Figure 1. Power grid (run 1).
Pins as bars on the die edge. Tap cells in gray.
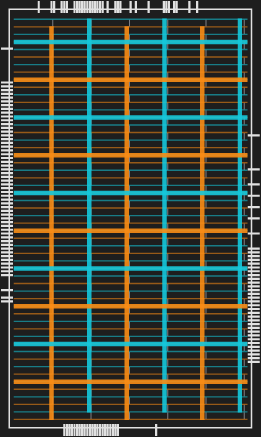
Figure 2. Cell classes on the final placement (run 1).
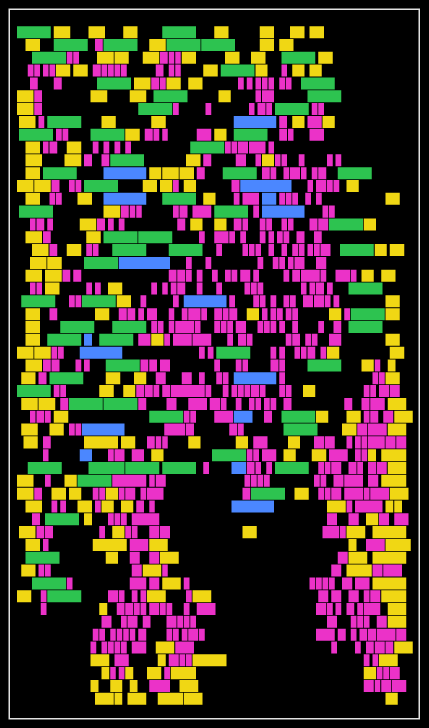
Figure 3. Clock network drawn from the DEF (run 1).
Scale bar: 20 microns.
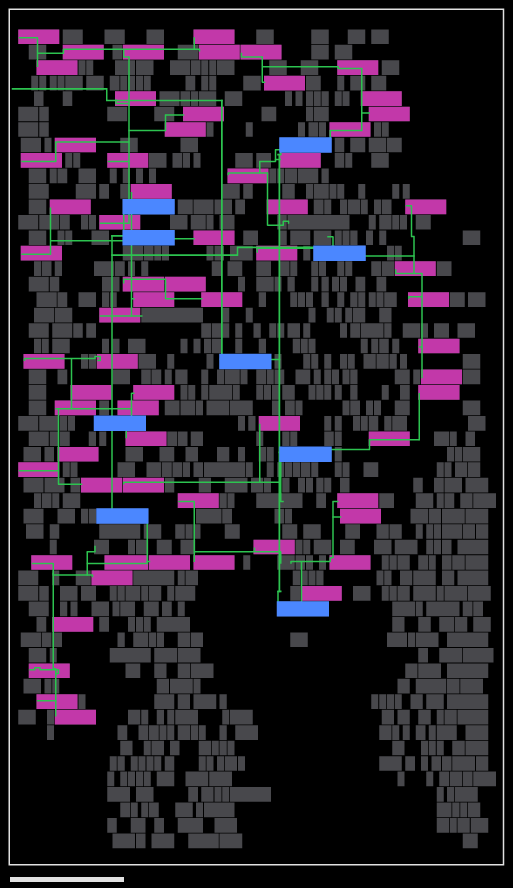
[config.mk]
export PLATFORM = sky130hd
export DESIGN_NAME = hazard_ctrl_flat
export DESIGN_NICKNAME = d
export VERILOG_FILES = /design/src/rtl/hazard_ctrl_pkg.sv /design/src/rtl/hazard_ctrl_if.sv /design/src/rtl/hazard_ctrl_fwd_unit.sv /design/src/rtl/hazard_ctrl.sv /design/src/flat_wrapper.sv
export SDC_FILE = /design/constraint.sdc
export NUM_CORES = 1
export LEC_CHECK = 0
export ABC_AREA = 1
export CORE_ASPECT_RATIO = 1.75
export CORE_UTILIZATION = 30
export DETAILED_ROUTE_END_ITERATION = 8
export HOLD_SLACK_MARGIN = 0.08
export SYNTH_ARGS = -nofsm -noshare
export SYNTH_HDL_FRONTEND = slang
export SYNTH_HIERARCHICAL = 1
export SYNTH_SLANG_ARGS = --single-unit
[constraint.sdc]
create_clock -name clk -period 1.75 [get_ports clk]
set_input_delay 0.525 -clock clk [delete_from_list [all_inputs] [get_ports clk]]
set_output_delay 0.525 -clock clk [all_outputs]
set_load 0.03 [all_outputs]
[src/rtl/hazard_ctrl_pkg.sv]
// ============================================================================
// Module : core_pkg
// Shared pipeline constants: result selects, forwarding selects, hazard FSM.
// Rev    : 1.0
// ============================================================================
`default_nettype none

package core_pkg;

  localparam logic [2:0] RES_ALU   = 3'd0;
  localparam logic [2:0] RES_LOAD  = 3'd1;
  localparam logic [2:0] RES_PC4   = 3'd2;
  localparam logic [2:0] RES_IMM   = 3'd3;
  localparam logic [2:0] RES_AUIPC = 3'd4;

  localparam logic [1:0] FWD_REG = 2'b00;
  localparam logic [1:0] FWD_WB  = 2'b01;
  localparam logic [1:0] FWD_MEM = 2'b10;

  typedef enum logic [1:0] {
    ST_RUN        = 2'd0,
    ST_MISS       = 2'd1,
    ST_MISS_REDIR = 2'd2
  } hz_state_t;

endpackage

`default_nettype wire

[src/rtl/hazard_ctrl_if.sv]
// ============================================================================
// Module : hazard_ctrl_if
// Pipeline-side signal bundle between the core datapath and hazard_ctrl.
// Rev    : 1.0
// ============================================================================
`default_nettype none

interface hazard_ctrl_if #(
  parameter int XLEN  = 32,
  parameter int CNT_W = 32
);
  logic [4:0]       rs1D, rs2D;
  logic [4:0]       rs1E, rs2E, rdE;
  logic [2:0]       resultsrcE;
  logic             pcsrcE;
  logic [XLEN-1:0]  pctargetE;
  logic [4:0]       rdM;
  logic             regwriteM;
  logic [4:0]       rdW;
  logic             regwriteW;
  logic             icache_ready;
  logic [1:0]       forwardAE, forwardBE;
  logic             stallF, stallD;
  logic             flushD, flushE;
  logic             redirect_valid;
  logic [XLEN-1:0]  redirect_pc;
  logic [CNT_W-1:0] miss_cycles;

  modport master (
    output rs1D, rs2D, rs1E, rs2E, rdE, resultsrcE, pcsrcE, pctargetE,
           rdM, regwriteM, rdW, regwriteW, icache_ready,
    input  forwardAE, forwardBE, stallF, stallD, flushD, flushE,
           redirect_valid, redirect_pc, miss_cycles
  );

  modport slave (
    input  rs1D, rs2D, rs1E, rs2E, rdE, resultsrcE, pcsrcE, pctargetE,
           rdM, regwriteM, rdW, regwriteW, icache_ready,
    output forwardAE, forwardBE, stallF, stallD, flushD, flushE,
           redirect_valid, redirect_pc, miss_cycles
  );
endinterface

`default_nettype wire

[src/rtl/hazard_ctrl_fwd_unit.sv]
// ============================================================================
// Module : fwd_unit
// Single-operand EX forwarding select; MEM result wins over WB result.
// Rev    : 1.0
// ============================================================================
`default_nettype none

module fwd_unit
  import core_pkg::*;
(
  input  logic [4:0] rs,
  input  logic [4:0] rdM,
  input  logic       regwriteM,
  input  logic [4:0] rdW,
  input  logic       regwriteW,
  output logic [1:0] fwd
);

  always_comb begin
    fwd = FWD_REG;
    if (regwriteW && (rdW != 5'd0) && (rdW == rs)) fwd = FWD_WB;
    if (regwriteM && (rdM != 5'd0) && (rdM == rs)) fwd = FWD_MEM;
  end

endmodule

`default_nettype wire

[src/rtl/hazard_ctrl.sv]
// ============================================================================
// Module : hazard_ctrl
// Forwarding, load-use stall, and I-cache miss / deferred-redirect sequencing.
// Rev    : 1.0
// ============================================================================
`default_nettype none

module hazard_ctrl
  import core_pkg::*;
#(
  parameter int XLEN  = 32,
  parameter int CNT_W = 32
) (
  input  logic         clk,
  input  logic         rst,
  hazard_ctrl_if.slave hz
);

  hz_state_t        state;
  logic [XLEN-1:0]  saved_pc;
  logic [CNT_W-1:0] miss_cnt;
  logic             lw_stall;
  logic             stall_f, stall_d, flush_d, flush_e, redir_valid;

  fwd_unit u_fwd_a (
    .rs(hz.rs1E), .rdM(hz.rdM), .regwriteM(hz.regwriteM),
    .rdW(hz.rdW), .regwriteW(hz.regwriteW), .fwd(hz.forwardAE)
  );

  fwd_unit u_fwd_b (
    .rs(hz.rs2E), .rdM(hz.rdM), .regwriteM(hz.regwriteM),
    .rdW(hz.rdW), .regwriteW(hz.regwriteW), .fwd(hz.forwardBE)
  );

  assign lw_stall = (hz.resultsrcE == RES_LOAD) && (hz.rdE != 5'd0) &&
                    ((hz.rdE == hz.rs1D) || (hz.rdE == hz.rs2D));

  always_comb begin
    stall_f     = lw_stall;
    stall_d     = lw_stall;
    flush_d     = 1'b0;
    flush_e     = lw_stall;
    redir_valid = 1'b0;
    case (state)
      ST_RUN: begin
        if (!hz.icache_ready) begin
          stall_f = 1'b1;
          flush_d = !lw_stall;
        end
        if (hz.pcsrcE) begin
          flush_d = 1'b1;
          flush_e = 1'b1;
        end
      end
      ST_MISS: begin
        // A redirect arriving with the fill makes the fetched word wrong-path.
        if (!hz.icache_ready || hz.pcsrcE) begin
          stall_f = 1'b1;
          flush_d = !lw_stall;
        end
        if (hz.pcsrcE) flush_e = 1'b1;
      end
      ST_MISS_REDIR: begin
        flush_d     = 1'b1;
        stall_f     = !hz.icache_ready;
        redir_valid = hz.icache_ready;
      end
      default: ;
    endcase
  end

  always_ff @(posedge clk) begin
    if (rst) begin
      state    <= ST_RUN;
      saved_pc <= '0;
      miss_cnt <= '0;
    end else begin
      if (state != ST_RUN) miss_cnt <= miss_cnt + CNT_W'(1);
      case (state)
        ST_RUN: begin
          if (!hz.icache_ready) begin
            if (hz.pcsrcE) begin
              saved_pc <= hz.pctargetE;
              state    <= ST_MISS_REDIR;
            end else begin
              state    <= ST_MISS;
            end
          end
        end
        ST_MISS: begin
          if (hz.pcsrcE) begin
            saved_pc <= hz.pctargetE;
            state    <= ST_MISS_REDIR;
          end else if (hz.icache_ready) begin
            state    <= ST_RUN;
          end
        end
        ST_MISS_REDIR: begin
          if (hz.icache_ready) state <= ST_RUN;
        end
        default: state <= ST_RUN;
      endcase
    end
  end

  assign hz.stallF         = stall_f;
  assign hz.stallD         = stall_d;
  assign hz.flushD         = flush_d;
  assign hz.flushE         = flush_e;
  assign hz.redirect_valid = redir_valid;
  assign hz.redirect_pc    = saved_pc;
  assign hz.miss_cycles    = miss_cnt;

endmodule

`default_nettype wire

[src/flat_wrapper.sv]
// flat-port wrapper written by rule: the top's interface ports become plain ports
module hazard_ctrl_flat import core_pkg::*;
#(
  parameter int XLEN  = 32,
  parameter int CNT_W = 32
)
  (clk, rst, hz_rs1D, hz_rs2D, hz_rs1E, hz_rs2E, hz_rdE, hz_resultsrcE, hz_pcsrcE, hz_pctargetE, hz_rdM, hz_regwriteM, hz_rdW, hz_regwriteW, hz_icache_ready, hz_forwardAE, hz_forwardBE, hz_stallF, hz_stallD, hz_flushD, hz_flushE, hz_redirect_valid, hz_redirect_pc, hz_miss_cycles);
  hazard_ctrl_if #(.XLEN(XLEN), .CNT_W(CNT_W)) hz_i ();
  input  logic clk;
  input  logic rst;
  input wire logic [$bits(hz_i.rs1D)-1:0] hz_rs1D;
  input wire logic [$bits(hz_i.rs2D)-1:0] hz_rs2D;
  input wire logic [$bits(hz_i.rs1E)-1:0] hz_rs1E;
  input wire logic [$bits(hz_i.rs2E)-1:0] hz_rs2E;
  input wire logic [$bits(hz_i.rdE)-1:0] hz_rdE;
  input wire logic [$bits(hz_i.resultsrcE)-1:0] hz_resultsrcE;
  input wire logic [$bits(hz_i.pcsrcE)-1:0] hz_pcsrcE;
  input wire logic [$bits(hz_i.pctargetE)-1:0] hz_pctargetE;
  input wire logic [$bits(hz_i.rdM)-1:0] hz_rdM;
  input wire logic [$bits(hz_i.regwriteM)-1:0] hz_regwriteM;
  input wire logic [$bits(hz_i.rdW)-1:0] hz_rdW;
  input wire logic [$bits(hz_i.regwriteW)-1:0] hz_regwriteW;
  input wire logic [$bits(hz_i.icache_ready)-1:0] hz_icache_ready;
  output wire logic [$bits(hz_i.forwardAE)-1:0] hz_forwardAE;
  output wire logic [$bits(hz_i.forwardBE)-1:0] hz_forwardBE;
  output wire logic [$bits(hz_i.stallF)-1:0] hz_stallF;
  output wire logic [$bits(hz_i.stallD)-1:0] hz_stallD;
  output wire logic [$bits(hz_i.flushD)-1:0] hz_flushD;
  output wire logic [$bits(hz_i.flushE)-1:0] hz_flushE;
  output wire logic [$bits(hz_i.redirect_valid)-1:0] hz_redirect_valid;
  output wire logic [$bits(hz_i.redirect_pc)-1:0] hz_redirect_pc;
  output wire logic [$bits(hz_i.miss_cycles)-1:0] hz_miss_cycles;
  assign hz_i.rs1D = hz_rs1D;
  assign hz_i.rs2D = hz_rs2D;
  assign hz_i.rs1E = hz_rs1E;
  assign hz_i.rs2E = hz_rs2E;
  assign hz_i.rdE = hz_rdE;
  assign hz_i.resultsrcE = hz_resultsrcE;
  assign hz_i.pcsrcE = hz_pcsrcE;
  assign hz_i.pctargetE = hz_pctargetE;
  assign hz_i.rdM = hz_rdM;
  assign hz_i.regwriteM = hz_regwriteM;
  assign hz_i.rdW = hz_rdW;
  assign hz_i.regwriteW = hz_regwriteW;
  assign hz_i.icache_ready = hz_icache_ready;
  assign hz_forwardAE = hz_i.forwardAE;
  assign hz_forwardBE = hz_i.forwardBE;
  assign hz_stallF = hz_i.stallF;
  assign hz_stallD = hz_i.stallD;
  assign hz_flushD = hz_i.flushD;
  assign hz_flushE = hz_i.flushE;
  assign hz_redirect_valid = hz_i.redirect_valid;
  assign hz_redirect_pc = hz_i.redirect_pc;
  assign hz_miss_cycles = hz_i.miss_cycles;
  hazard_ctrl #(.XLEN(XLEN), .CNT_W(CNT_W)) u_core (.clk(clk), .rst(rst), .hz(hz_i));
endmodule
==> impl_metrics.yaml, run 1 <==
# synthesis and place-and-route metrics
timing:
  slew_headroom_pct: 77.2
  hold_ws_ns: 0.477
  fin_ws_ns: -0.236
  rsz0062_at_grt: "true"
  timing.fmax_mhz: 504
  drv_slew: 0
  setup_viol: 7
  post-route-min-period_ns: 1.99
  post-route-period-util_pct: 113
  tightest_slew_ns: 0.343
  skew_ns: 0.00588
  setup_tns_ns: -1.15
  hold_viol: 0
clock_network:
  cts_hold_buffers: 0
  root_buffer: "clkbuf_16"
  cts_tree: "built"
  htreeDepth: 3
  cts_sinks: 66
  cts_buffers: 9
  clockBufferDepth: 2
  ctsResizeCount: 290
  clk-insertion-delay-late_ns: 0.33
  post_cts_buffers: 4
  path_clk_slew_ns: 0.06
power:
  power_mw: 4.46
  power_density_mw_per_mm2: 713
  top_power_group: "clock"
  pg_clk_mw: 1.97
  p_comb_share_pct: 19.9
  pwr-share-clk_pct: 44.1
  power.internal_mw: 3.22
  netSwitchingPower_mw: 1.24
  p_comb_mw: 0.888
  p_leak_nw: 2.97
  seq_power_mw: 1.60
  seqPwrFrac_pct: 36.0
  p_sw_share_pct: 27.8
cells_and_area:
  buf_share_pct: 28.5
  layout.nets: 878
  layout_top_cells: "nand2_1 (133), nor2_1 (126), dlygate4sd2_1 (65), dfxtp_1 (65), inv_1 (45)"
  drive_gt1_share_pct: 27.8
  sh_seq_area_pct: 21.1
  regArea_sq_mm: 0.00132
  comb_area_sq_mm: 0.00230
  num-clock-buffers: 9
  fill_cells: 1209
  nFlopsAndLatches: 66
  n_all_buffers: 191
  clock_cell_area_share_pct: 5.21
  antenna_cells: 0
  inv_count: 78
  final_common_cell: "nand2_1"
  sh_comb_area_pct: 36.7
  area_delta_synth_final_pct: 66.3
  dominant-cell-class: "combinational gates"
  logic_gates: 455
logic_synthesis:
  yosysWarningCount: 6
  synth_top_area_share_pct: 35.1
  ys_ff: 66
  fp_nets: 690
  ys_types: 35
  ys_cells: 613
  yosysChipArea_sq_mm: 0.00377
  syn_inst: 613
  synth_area_per_cell_sq_um: 6.14
  synth_area_sq_mm: 0.00377
  yosys.stat.seqShare_pct: 35.1
  topCellsByArea: "dfxtp_1 (35%), nand2_1 (16%), nor2_1 (14%)"
  synth_area_leader_cell: "dfxtp_1"
grt:
  grt_max_degree: 33
  grt_pass1_wl_mm: 19.3
  grt_use_total_pct: 18.8
  grt_pass1_vias: 4316
  antenna_found_initial: 0
  gr-total-overflow: 0
worst_setup_path:
  crit_family: "buffers and inverters"
  path_depth: 9
  slowest_delay_ns: 0.22
  crit_arrival_ns: 1.46
  rr_worst_depth: 7
  path_class: "in -> out"
  cpMaxStageDelayCell: "dlygate4sd2_1"
  worstPathRequired_ns: 1.22
  worst-path-buf-inv: 3
  start_kind: "input port"
  crit_top_cell: "nand2_2"
  path_cells: "dlygate4sd2_1 > nor3b_2 > o21ai_1 > inv_2 > nand2_4 > nand2_2 > nand2_2 > nand2_2 > buf_6"
  critPathCaptureType: "output port"
  path_max_fanout: 4
placed_design:
  io_buffers: 148
  gp_congestion: 0.869
  dp.final_hpwl_mm: 9.37
worst_hold_path:
  holdPathStages: 2
  worstHoldPathType: "reg -> reg"
routing:
  drtIter0Drc: 151
  antenna_left: 0
  vias: 4446
  wl_per_cell_microns: 12.5
  vias_per_cell: 4.58
  dr.pass1.iters: 4
  routed_wl_mm: 12.1
  drcViolationCount: 0
job:
  warning_count: 29
  maxCapViolCount: 0
run_status:
  violations: "negative setup slack"
  status: "finished with violations"
floorplan:
  rows: 53
  taps: 165
  io_pins: 149
  fp_util_pct: 31.0
  chipArea_sq_mm: 0.0130
## Picture notes: Figure 1
legend:
  VSS:
    color: orange
  VDD:
    color: cyan
rows: 53
met4 straps: 6
signal pins: 149
met5 straps: 10
core box area: 0.0121 sq mm
die height: 150 microns
Max IR drop VDD: 497 uV
Horiz. Die Dim: 86.7 microns

## Picture notes: Figure 2
legend:
  flip-flops:
    color: green
    cells: 66
    share_of_their_area: 22%
  other buffers and delay cells:
    color: yellow
    cells: 191
    share_of_their_area: 29%
  clock drivers and dummy loads:
    color: blue
    cells: 16
    share_of_their_area: 5.4%
  all other logic:
    color: magenta
    cells: 533
    share_of_their_area: 43%

## Picture notes: Figure 3
legend:
  flip-flops:
    color: magenta
    count: 66
  cells driving clock nets:
    color: blue
    count: 9
  clock wires:
    color: green
    length: 912 microns
routed clock nets: 10

run 1: through the flow:
step	std cells	cell area, sq um	util (%)	setup slack (ns)
final	971	6260	51.6	-0.236
after global routing	971	6260	51.6	-0.320
after CTS	971	6030	49.7	-0.236
after detailed placement	951	5720	47.1	-0.730
after global placement	951	5720	47.1	-0.665
after floorplan	613	3790	-	-0.0459
run 1: worst register-to-register path, delay by kind of cell (launching register included):
kind	cells	cell delay [ns]
DFF	1	0.38
adders and majority gates	1	0.21
and+or+nand+nor	5	0.75
xor gates and xnor gates	1	0.14
run 1: Yosys cell counts (all sizes together):
cell type  number
a21boi          2
a211oi          1
nand2         173
o211ai          1
xnor2           3
nor3b           1
nand3          28
ha              1
dfxtp          66
buf             5
a21oi          20
o21bai          1
nand4           6
clkbuf          9
nor4            1
nor2          152
inv            78
o21ai          48
nand3b          1
o21a            1
nor3            5
and3            1
xor2            7
a31oi           2
run 1: kinds of logic after synthesis:
kind of cell             share of synthesized area (%)
flip-flops                                        35.1
XOR/XNOR                                          2.33
buffers and inverters                             9.30
adder cells (fa/ha/maj)                          0.332
AND-OR/OR-AND                                     10.7
AND/OR/NAND/NOR                                   42.3
run 1: routing by layer:
metal	track usage [%]	wire length, microns	up-vias	share of wire [%]
met3	4.11	702	19	5.8
li1	-	-	2276	-
met4	8.50	249	0	2.1
met2	36.6	6790	123	56
met1	18.4	4350	2028	36
met5	0	0	-	0
run 1: path summary, 6_finish.rpt:
kind	startpoint	to	slack [ns]
setup / recovery	hz_resultsrcE[0]	hz_stallF	-0.24
hold / removal	u_core/hz.redirect_pc[18]	u_core/hz.redirect_pc[18]	0.48
hold reg to reg	u_core/hz.redirect_pc[18]	u_core/hz.redirect_pc[18]	0.48
setup reg to reg	u_core/hz.miss_cycles[1]	u_core/hz.miss_cycles[18]	0.17
Figure 4. Wiring by layer (run 1).
Scale bar: 20 microns.
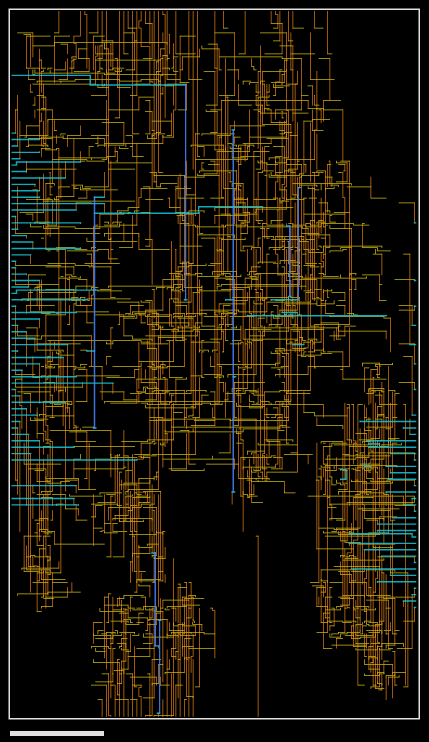

## Run 2: what changed since run 1
--- a/config.mk
+++ b/config.mk
@@ -8,7 +8,9 @@
 export ABC_AREA = 1
 export CORE_ASPECT_RATIO = 1.75
-export CORE_UTILIZATION = 30
+export CORE_UTILIZATION = 44
 export DETAILED_ROUTE_END_ITERATION = 8
 export HOLD_SLACK_MARGIN = 0.08
+export PLACE_DENSITY = 0.81
+export SKIP_LAST_GASP = 1
 export SYNTH_ARGS = -nofsm -noshare
 export SYNTH_HDL_FRONTEND = slang
==> constraint.sdc (replaced) <==
create_clock -name clk -period 1.75 [get_ports clk]
set_input_delay 0.35 -clock clk [delete_from_list [all_inputs] [get_ports clk]]
set_output_delay 0.35 -clock clk [all_outputs]
set_load 0.03 [all_outputs]
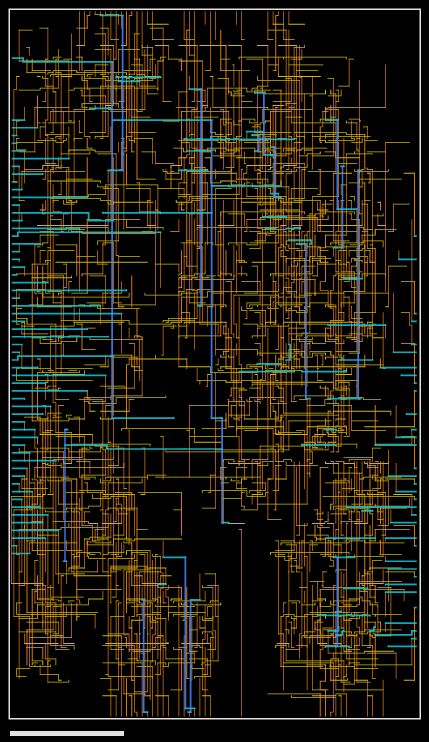
Figure 5: run 2, wiring by layer.
Scale bar: 20 microns.
legend:
  met3:
    color: cyan
    wire_length: 752 microns
  met4:
    color: blue
    wire_length: 423 microns
  met1:
    color: yellow
    wire_length: 4180 microns
  met2:
    color: orange
    wire_length: 6000 microns
average wire per standard cell: 12.7 microns
vias post-DR: 4440

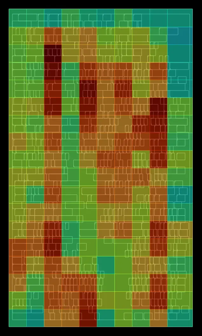
Figure 6: run 2, congestion heat map.
grt met3 use: 6.47%
fin util: 69.0%
met1 GRT Util: 25.9%
M2 GR Usage: 48.5%
GRT busiest layer: met2

==> impl_metrics.yaml, run 2 <==
# synthesis and place-and-route metrics
timing:
  tightest_slew_ns: 0.365
  hold_viol: 0
  post-route-min-period_ns: 1.71
  fin_ws_ns: 0.0365
  slew_headroom_pct: 75.6
  timing.fmax_mhz: 584
  hold_ws_ns: 0.400
  post-route-period-util_pct: 97.9
  setup_tns_ns: 0
power:
  power_density_mw_per_mm2: 743
  p_leak_nw: 2.73
  power_mw: 4.26
  ir_worst_vdd_uv: 864
placed_design:
  dp_cells: 878
  gp_congestion: 0.882
  place_worst_setup_slack_ns: -0.383
  io_buffers: 148
  place_area_sq_mm: 0.00551
  dp.final_hpwl_mm: 8.51
cells_and_area:
  layout.nets: 852
  layout_top_cells: "nand2_1 (158), nor2_1 (133), clkdlybuf4s50_1 (63), dfxtp_1 (63), inv_1 (62)"
  drive_gt1_share_pct: 15.4
  area_delta_synth_final_pct: 52.3
  antenna_cells: 0
  final_cells: 895
  final_common_cell: "nand2_1"
clock_network:
  cts_tree: "built"
  htreeDepth: 3
  clk-insertion-delay-late_ns: 0.34
  cts_hold_buffers: 0
  cts_buffers: 9
  cts_sinks: 66
  path_clk_slew_ns: 0.06
logic_synthesis:
  topCellsByArea: "dfxtp_1 (35%), nand2_1 (16%), nor2_1 (14%)"
  synth_area_per_cell_sq_um: 6.14
  synthArstFlopShare_pct: 0
  yosys.stat.seqShare_pct: 35.1
  yosysChipArea_sq_mm: 0.00377
  ys_cells: 613
  synth_area_leader_cell: "dfxtp_1"
  ys_ff: 66
  synth_top_area_share_pct: 35.1
  most_common_cell: "nand2_1"
  yosysWarningCount: 6
  ys_types: 35
  common_cells: "nand2_1 (161), nor2_1 (136), dfxtp_1 (66), inv_1 (65), o21ai_0 (46)"
  flop_cell: "dfxtp_1"
  edf_count: 0
routing:
  dr.pass1.iters: 5
  routed_wl_mm: 11.4
  drcViolationCount: 0
  drtIter0Drc: 258
  antenna_left: 0
floorplan:
  fp_util_pct: 45.3
  io_pins: 149
  chipWidth_microns: 71.9
grt:
  antenna_found_initial: 0
  grt_pass1_wl_mm: 18.7
  gr-total-overflow: 0
job:
  warning_count: 28
  maxCapViolCount: 0
worst_setup_path:
  path_max_fanout: 2
  worstPathRequired_ns: 1.40
  slowest_delay_ns: 0.69
  start_kind: "flop"
  critPathCaptureType: "output port"
  path_cells: "clkdlybuf4s50_1"
run_status:
  status: "completed"
worst_hold_path:
  worstHoldPathType: "in -> reg"
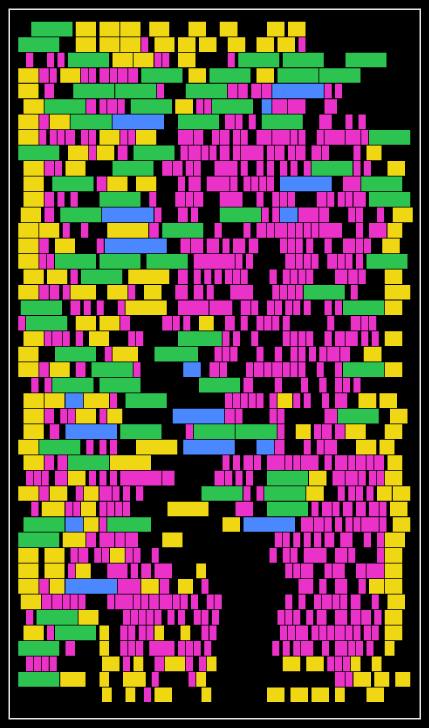
Figure 7: run 2, cell classes on the final placement.
num rows: 44
core box area: 0.00831 sq mm
sequential cell area share: 23.1%
Finished Cell Area: 0.00574 sq mm

-- run 2: cell types whose count changed in the layout (fill, tap and decap cells not counted), moves of 14 or more --
cell,before,now
clkdlybuf4s50_1,33,63
buf_4,43,19
nand2_2,34,11
nand2_1,133,158
inv_1,45,62
dlygate4sd2_1,65,51
buf_6,24,3
-- run 2: cell type report --
| class | count | area, sq um |
|---|---|---|
| Tap cell | 115 | 144 |
| Multi-Input combinational cell | 455 | 2130 |
| Fill cell | 729 | 2580 |
| Timing Repair Buffer | 165 | 1540 |
| Inverter | 78 | 295 |
| Sequential cell | 66 | 1330 |
| Clock buffer | 9 | 225 |
| Clock inverter | 7 | 78.8 |
-- run 2: final timing paths --
kind                                    end  cells after the start                     start  slack [ns]
setup / recovery          hz_redirect_pc[8]                      1  u_core/hz.redirect_pc[8]        0.04
hold / removal              u_core/state[0]                      2                 hz_pcsrcE        0.40
setup reg to reg  u_core/hz.miss_cycles[16]                      6  u_core/hz.miss_cycles[0]        0.11
hold reg to reg    u_core/hz.redirect_pc[2]                      2  u_core/hz.redirect_pc[2]        0.48
-- run 2: timing repair --
item	in CTS	in global routing
setup endpoints to repair	37	16
pin swaps	17	19
buffers inserted	1	0
resized	96	49
-- run 2: cells by family after synthesis --
logic type / synth area share, %
buf+inv: 9.30
simple gates: 42.3
compound gates: 10.7
xor+xnor: 2.33
flops: 35.1
fa+ha+maj: 0.332
-- run 2: routing by layer --
layer	share of wire (%)	wire [microns]	global-route usage (%)	vias to the layer above
li1	-	-	-	2225
met1	37	4180	25.9	1987
met2	53	6000	48.5	190
met3	6.6	752	6.47	38
met4	3.7	422	13.8	0
met5	0	0	0	-
-- run 2: power by group --
group          switching (mW)  leakage (nW)  internal, mW
sequential             0.0389         0.540          1.57
combinational           0.462          2.04         0.371
clock                   0.703         0.150          1.11
Power figures rest on the tool's default switching activity, not on a simulated workload.
